run_1/met1.png
Drawn at 8 px/um. Supply wires on this layer in gray.
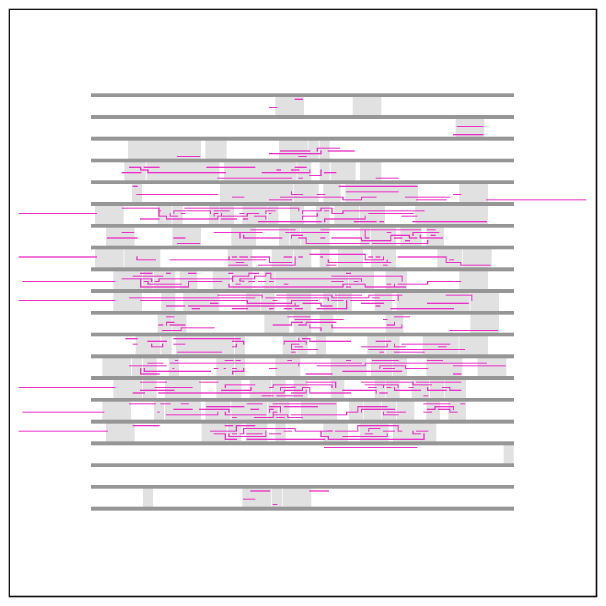
run_1/final_congestion.png
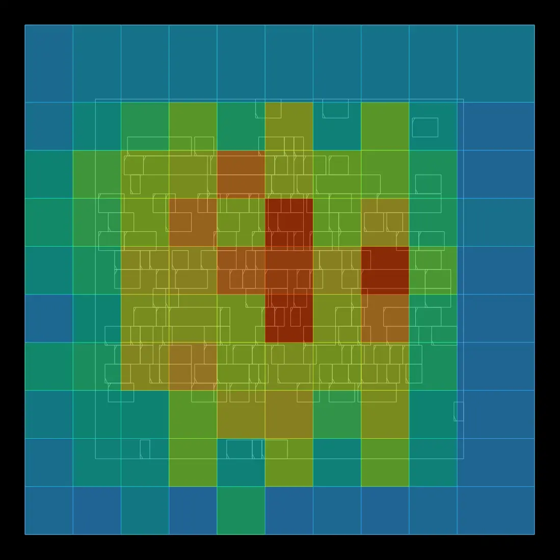
run_1/pins.png
Drawn at 4 px/um. Pins as bars across the die edge, other pins in gray.
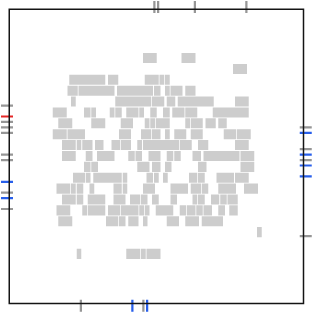
run_1/metal_stack.png
Drawn at 6 px/um. Only two layers are drawn.
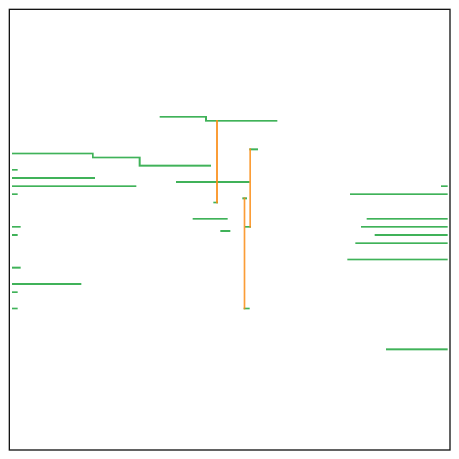
==> config.mk <==
export PLATFORM = sky130hd
export DESIGN_NAME = pc_stack_reg
export DESIGN_NICKNAME = d
export VERILOG_FILES = /design/src/rtl/pc_stack_reg.sv
export SDC_FILE = /design/constraint.sdc
export NUM_CORES = 1
export LEC_CHECK = 0
export CAP_MARGIN = 20
export CORE_MARGIN = 10
export CORE_UTILIZATION = 35
export CTS_CLUSTER_SIZE = 10
export DETAILED_ROUTE_END_ITERATION = 10
export PLACE_DENSITY = 0.64
export SYNTH_ARGS = -nofsm -noshare
export SYNTH_HDL_FRONTEND = slang
export SYNTH_SLANG_ARGS = --single-unit
==> constraint.sdc <==
create_clock -name Clk -period 3.7 [get_ports Clk]
set_input_delay 0.555 -clock Clk [delete_from_list [all_inputs] [get_ports Clk]]
set_output_delay 0.555 -clock Clk [all_outputs]
set_load 0.005 [all_outputs]
==> flow_summary.yaml, run 1 <==
# synthesis and place-and-route metrics
routing:
  drt_iter0_drc: 96
  vias_per_cell: 5.642
  drc_errors: 0
  postRouteAntennaNets: 0
floorplan:
  rows: 19
logic_synthesis:
  synth_stat.cells: 126
  ys_top_cells_by_count: "13 x nor2_1, 10 x a21oi_1, 8 x dfrtp_1, 8 x ha_1"
  synth-seq-cells: 8
  postSynthSeqShare: 0.2020
  top_cells_by_area: "dfrtp_1 20%, ha_1 10%, xnor2_1 6.2%"
cts:
  cts.sinks: 8
  postCtsSetupBuffers: 0
  clk_pin_slew_ns: 0.06
  cts_tree: "yes"
  ctsRootBufferMaster: "clkbuf_4"
  insertion_delay_ns: 0.26
final_timing:
  finalClockSkew_ns: 0.01430
  max_freq_mhz: 405.3
  rsz0062_at_grt: "no"
  min_period_ns: 2.467
  hold_viol: 0
  tns_ns: 0
  slew_viol_final: 0
outcome:
  status: "finished, final reports clean"
setup_path:
  path_class: "primary input to flip-flop"
  crit_chain: "clkdlybuf4s50_1 > ha_1 > fa_1 > a211oi_1 > o21ai_0 > a21o_1 > a21oi_1 > o22ai_1"
  cp.arrival_ns: 2.60
  reg2reg_slack_ns: 1.52
power_and_ir_drop:
  p_leak_nw: 0.4937
flow_run:
  cap_violations: 0
global_routing:
  grt_pass1_vias: 1015
  antenna_found_initial: 0
final_layout:
  syn_to_final_growth_pct: 24.12
  drive_gt1_frac: 0.06897
min_path:
  min_path_type: "primary input to async pin"
Back to the opening pictures, met1.png:
main direction: horizontal
nets with wire on the layer: 146
routing usage on met1: 0.1267
total wire length: 2717 um

Back to the opening pictures, final_congestion.png:
final core occ: 0.4499
GRT Total Usage: 0.1052
met2 Use GR: 0.1614
GR peak layer: met2

Back to the opening pictures, pins.png:
legend:
  blue:
    port: BusOut
    pins: 8
    direction: input
    edge: 4 right, 2 left, 2 bottom
  red:
    port: RST
    pins: 1
    direction: input
    edge: left
all pins by edge: 11 left, 8 right, 4 bottom, 4 top
# port buffers: 23
die height: 73.21 um
Die X: 73.21 um

Back to the opening pictures, metal_stack.png:
legend:
  orange:
    layer: met4
    wire_length: 44.9 um
  green:
    layer: met3
    wire_length: 226 um
vias: 993
routed len/inst: 15.44 um

run 1: cell usage in the layout, fill, tap and decap left out:
cell             netlist  final
a221oi_1               1      1
or2_2                  3      3
mux2i_1                1      1
nand2_1                7      7
o32a_1                 1      1
a31oi_1                2      2
o32ai_1                1      1
nor3_1                 5      5
conb_1                 2      3
nor4_2                 1      1
ha_1                   8      8
xnor2_1                7      7
nor2b_1                1      1
a21oi_2                2      2
a2bb2oi_1              1      1
o22ai_1                3      3
a211o_1                2      2
clkbuf_4               0      3
fa_1                   1      1
nor2_1                13     13
xor2_1                 2      2
dfrtp_1                8      8
clkdlybuf4s50_1        0     23
o211ai_1               1      1
o221ai_1               3      3
a21oi_1               10     10
o21a_1                 1      1
nand3_1                5      5
a2111oi_2              1      1
a21o_1                 2      2
a211oi_1               2      2
or3_1                  3      3
inv_1                  5      5
o41ai_1                1      1
a22oi_1                3      3
or2_1                  1      1
nand2b_1               1      1
o21ai_0                7      7
run 1: power breakdown:
part / internal, mW / total [mW] / switching [mW] / leakage (nW)
logic: 0.0764 / 0.148 / 0.0716 / 0.374
registers: 0.0950 / 0.109 / 0.0145 / 0.106
clock network: 0.0372 / 0.0681 / 0.0309 / 0.0138
total: 0.209 / 0.326 / 0.117 / 0.494
run 1: worst max-delay path: cells and delay by family:
family	cells	cell delay, ns
buffers and inverters	1	0.45
adder cells (fa/ha/maj)	2	0.65
AND-OR/OR-AND	5	0.94
run 1: layout make-up:
type                            count  area [sq um]
Inverter                            5         18.77
Tap cell                           31         38.79
Fill cell                         280          1504
Multi-Input combinational cell    106         719.4
Timing Repair Buffer               23         230.2
Clock buffer                        3         22.52
Sequential cell                     8         200.2
run 1: cells by family (layout without fill, tap and decap cells):
| logic type | after synthesis | in the layout | share of synthesized area |
|---|---|---|---|
| DFF | 8 | 8 | 0.2020 |
| buffers and inverters | 13 | 31 | 0.07577 |
| muxes | 1 | 1 | 0.01010 |
| and+or+nand+nor | 40 | 40 | 0.1957 |
| other | 2 | 3 | 0.007579 |
| xor gates and xnor gates | 9 | 9 | 0.07955 |
| AOI/OAI and AO/OA | 44 | 44 | 0.3081 |
| adders and majority gates | 9 | 9 | 0.1212 |
run 1: layer usage:
layer | track usage | part of all wire | up-vias
li1 | - | - | 505
met1 | 0.1267 | 0.45 | 449
met2 | 0.1614 | 0.45 | 33
met3 | 0.04490 | 0.083 | 6
met4 | 0.03797 | 0.016 | 0
met5 | 0 | 0 | -
run 1: per-stage QoR:
step	hold WS, ns	setup slack (ns)	instances	instance area (sq um)
final	0.5736	1.233	176	1230
after floorplan	0.2594	1.592	127	994.7
after detailed placement	0.6274	0.9556	173	1207
after CTS	0.5876	1.232	176	1230
after global placement	0.6274	0.9919	173	1207
after global routing	0.5982	1.060	176	1230
run_1/met3.png
Drawn at 4 px/um.
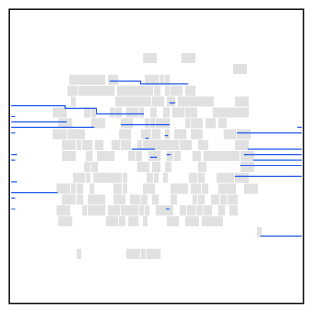

==> run 2, diff against run 1 <==
--- a/config.mk
+++ b/config.mk
@@ -10,7 +10,7 @@
 export CORE_UTILIZATION = 35
 export CTS_CLUSTER_SIZE = 10
 export DETAILED_ROUTE_END_ITERATION = 10
-export PLACE_DENSITY = 0.64
+export PLACE_DENSITY = 0.67
 export SYNTH_ARGS = -nofsm -noshare
 export SYNTH_HDL_FRONTEND = slang
 export SYNTH_SLANG_ARGS = --single-unit
==> constraint.sdc (replaced) <==
create_clock -name Clk -period 2.1 [get_ports Clk]
set_input_delay 0.315 -clock Clk [delete_from_list [all_inputs] [get_ports Clk]]
set_output_delay 0.315 -clock Clk [all_outputs]
set_load 0.005 [all_outputs]
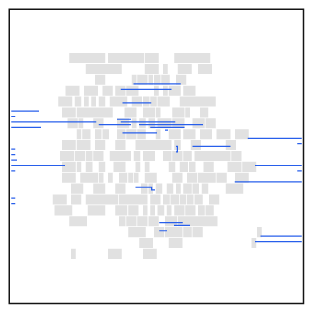
run_2/met3.png
Drawn at 4 px/um.
share of all routed wire: 7.6%
longest straight run: 20.9 um
nets with wire on the layer: 32
vias: 1121
total wire length: 3054 um
GR met3 Demand/Resource: 0.03401

==> run 2 against run 1 <==
Net effect: sequential cell count unchanged; critical endpoint unchanged; die size is the same; clock skew is 0.0079 ns lower; area after synthesis stayed put; largest power group unchanged; critical path type unchanged; routed wire length grew 12%; clock-buffer cell count unchanged; final area increased by 17%; total power rose by 96%; register-to-register slack worse by 1.4 ns.
==> flow_summary.yaml, run 2 <==
# synthesis and place-and-route metrics
final_layout:
  fill_cells: 270
  final_cell_mix: "23 x buf_4, 22 x clkdlybuf4s50_1, 13 x nor2_1"
  final_common_cell: "buf_4"
  syn_to_final_growth_pct: 44.82
cts:
  clk_pin_slew_ns: 0.06
  insertion_delay_ns: 0.26
  ctsRootBufferMaster: "clkbuf_4"
floorplan:
  die_w_um: 73.21
  die_h_um: 73.21
  rows: 19
logic_synthesis:
  top_cells_by_area: "dfrtp_1 20%, ha_1 10%, xnor2_1 6.2%"
  synth_stat.cells: 126
  ys_top_cells_by_count: "13 x nor2_1, 10 x a21oi_1, 8 x dfrtp_1, 8 x ha_1"
  synth-seq-cells: 8
final_timing:
  max_freq_mhz: 493.6
  hold_viol: 0
  hold_slack_ns: 0.3466
  slew_viol_final: 0
  setup_ws_ns: 0.07409
  finalClockSkew_ns: 0.006360
  min_period_ns: 2.026
  rsz0062_at_grt: "yes"
power_and_ir_drop:
  p_leak_nw: 0.6201
outcome:
  status: "finished, final reports clean"
routing:
  drc_errors: 0
  vias_per_cell: 5.633
  postRouteAntennaNets: 0
  routedWlPerCell_um: 15.35
place:
  place_ws_ns: -0.3504
  io_buffers: 23
global_routing:
  met2_usage: 0.1939
  grt_use_met1: 0.1315
  antenna_found_initial: 0
  grt_pass1_vias: 1131
  grt_use_total: 0.1138
  grt.busiest_layer: "met2"
flow_run:
  cap_violations: 0
setup_path:
  cp.arrival_ns: 2.16
  path_class: "primary input to flip-flop"
  reg2reg_slack_ns: 0.12
min_path:
  min_path_type: "primary input to async pin"
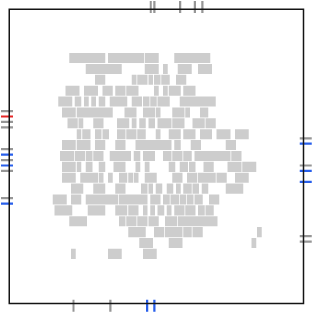
run_2/pins.png
Drawn at 4 px/um. Pins as bars across the die edge, other pins in gray.

[run 2: cell count changes in the layout (fill, tap and decap cells not counted), sizes merged]
cell and delta:
clkdlybuf4s50 -1, dlymetal6s2s +1, buf +23
[run 2: cell families (layout without fill, tap and decap cells)]
group                      count (synthesis)  in the layout  synth area share
adders and majority gates                  9              9            0.1212
xor gates and xnor gates                   9              9           0.07955
other                                      2              3          0.007579
DFF                                        8              8            0.2020
muxes                                      1              1           0.01010
AOI/OAI and AO/OA                         44             44            0.3081
buffers and inverters                     13             54           0.07577
and+or+nand+nor                           40             40            0.1957
[run 2: through the flow]
| step | power, mW | instances | cell area, sq um | setup TNS, ns |
|---|---|---|---|---|
| finish | 0.6390 | 199 | 1435 | 0 |
| global route | 0.6901 | 199 | 1435 | -0.03858 |
| CTS | 0.6291 | 199 | 1408 | 0 |
| detailed placement | 0.5043 | 196 | 1380 | -1.157 |
| global placement | 0.4991 | 196 | 1380 | -1.078 |
| floorplan | 0.3626 | 127 | 994.7 | 0 |
[run 2: layout make-up]
class	instances	area, sq um	area share
multi-input combinational	106	749.5	0.5222
timing repair buffer	46	405.4	0.2825
sequential	8	200.2	0.1395
tap	31	38.79	0.02703
clock buffer	3	22.52	0.01569
inverter	5	18.77	0.01308
[run 2: power breakdown]
part / switching (mW) / internal, mW
clock network: 0.0545 / 0.0656
registers: 0.0181 / 0.167
logic: 0.153 / 0.180
[run 2: per-layer routing]
layer / up-vias / wire (um)
li1: 553 / -
met1: 514 / 1263
met2: 52 / 1534
met3: 2 / 232
met4: 0 / 25
met5: - / 0
[run 2: repair_timing]
action / CTS / global route
gates cloned: 0 / 0
hold buffers: 0 / 0
setup endpoints to repair: 2 / 4
gates resized: 1 / 7
pin swaps: 1 / 6
[run 2: critical path, cell delays in order]
cell and delay, ns:
clkdlybuf4s50_1 0.45, ha_1 0.25, fa_2 0.38, a211oi_4 0.28
o21ai_1 0.13, a21o_1 0.16, a21oi_1 0.13, o22ai_1 0.07
Power figures rest on the tool's default switching activity, not on a simulated workload.
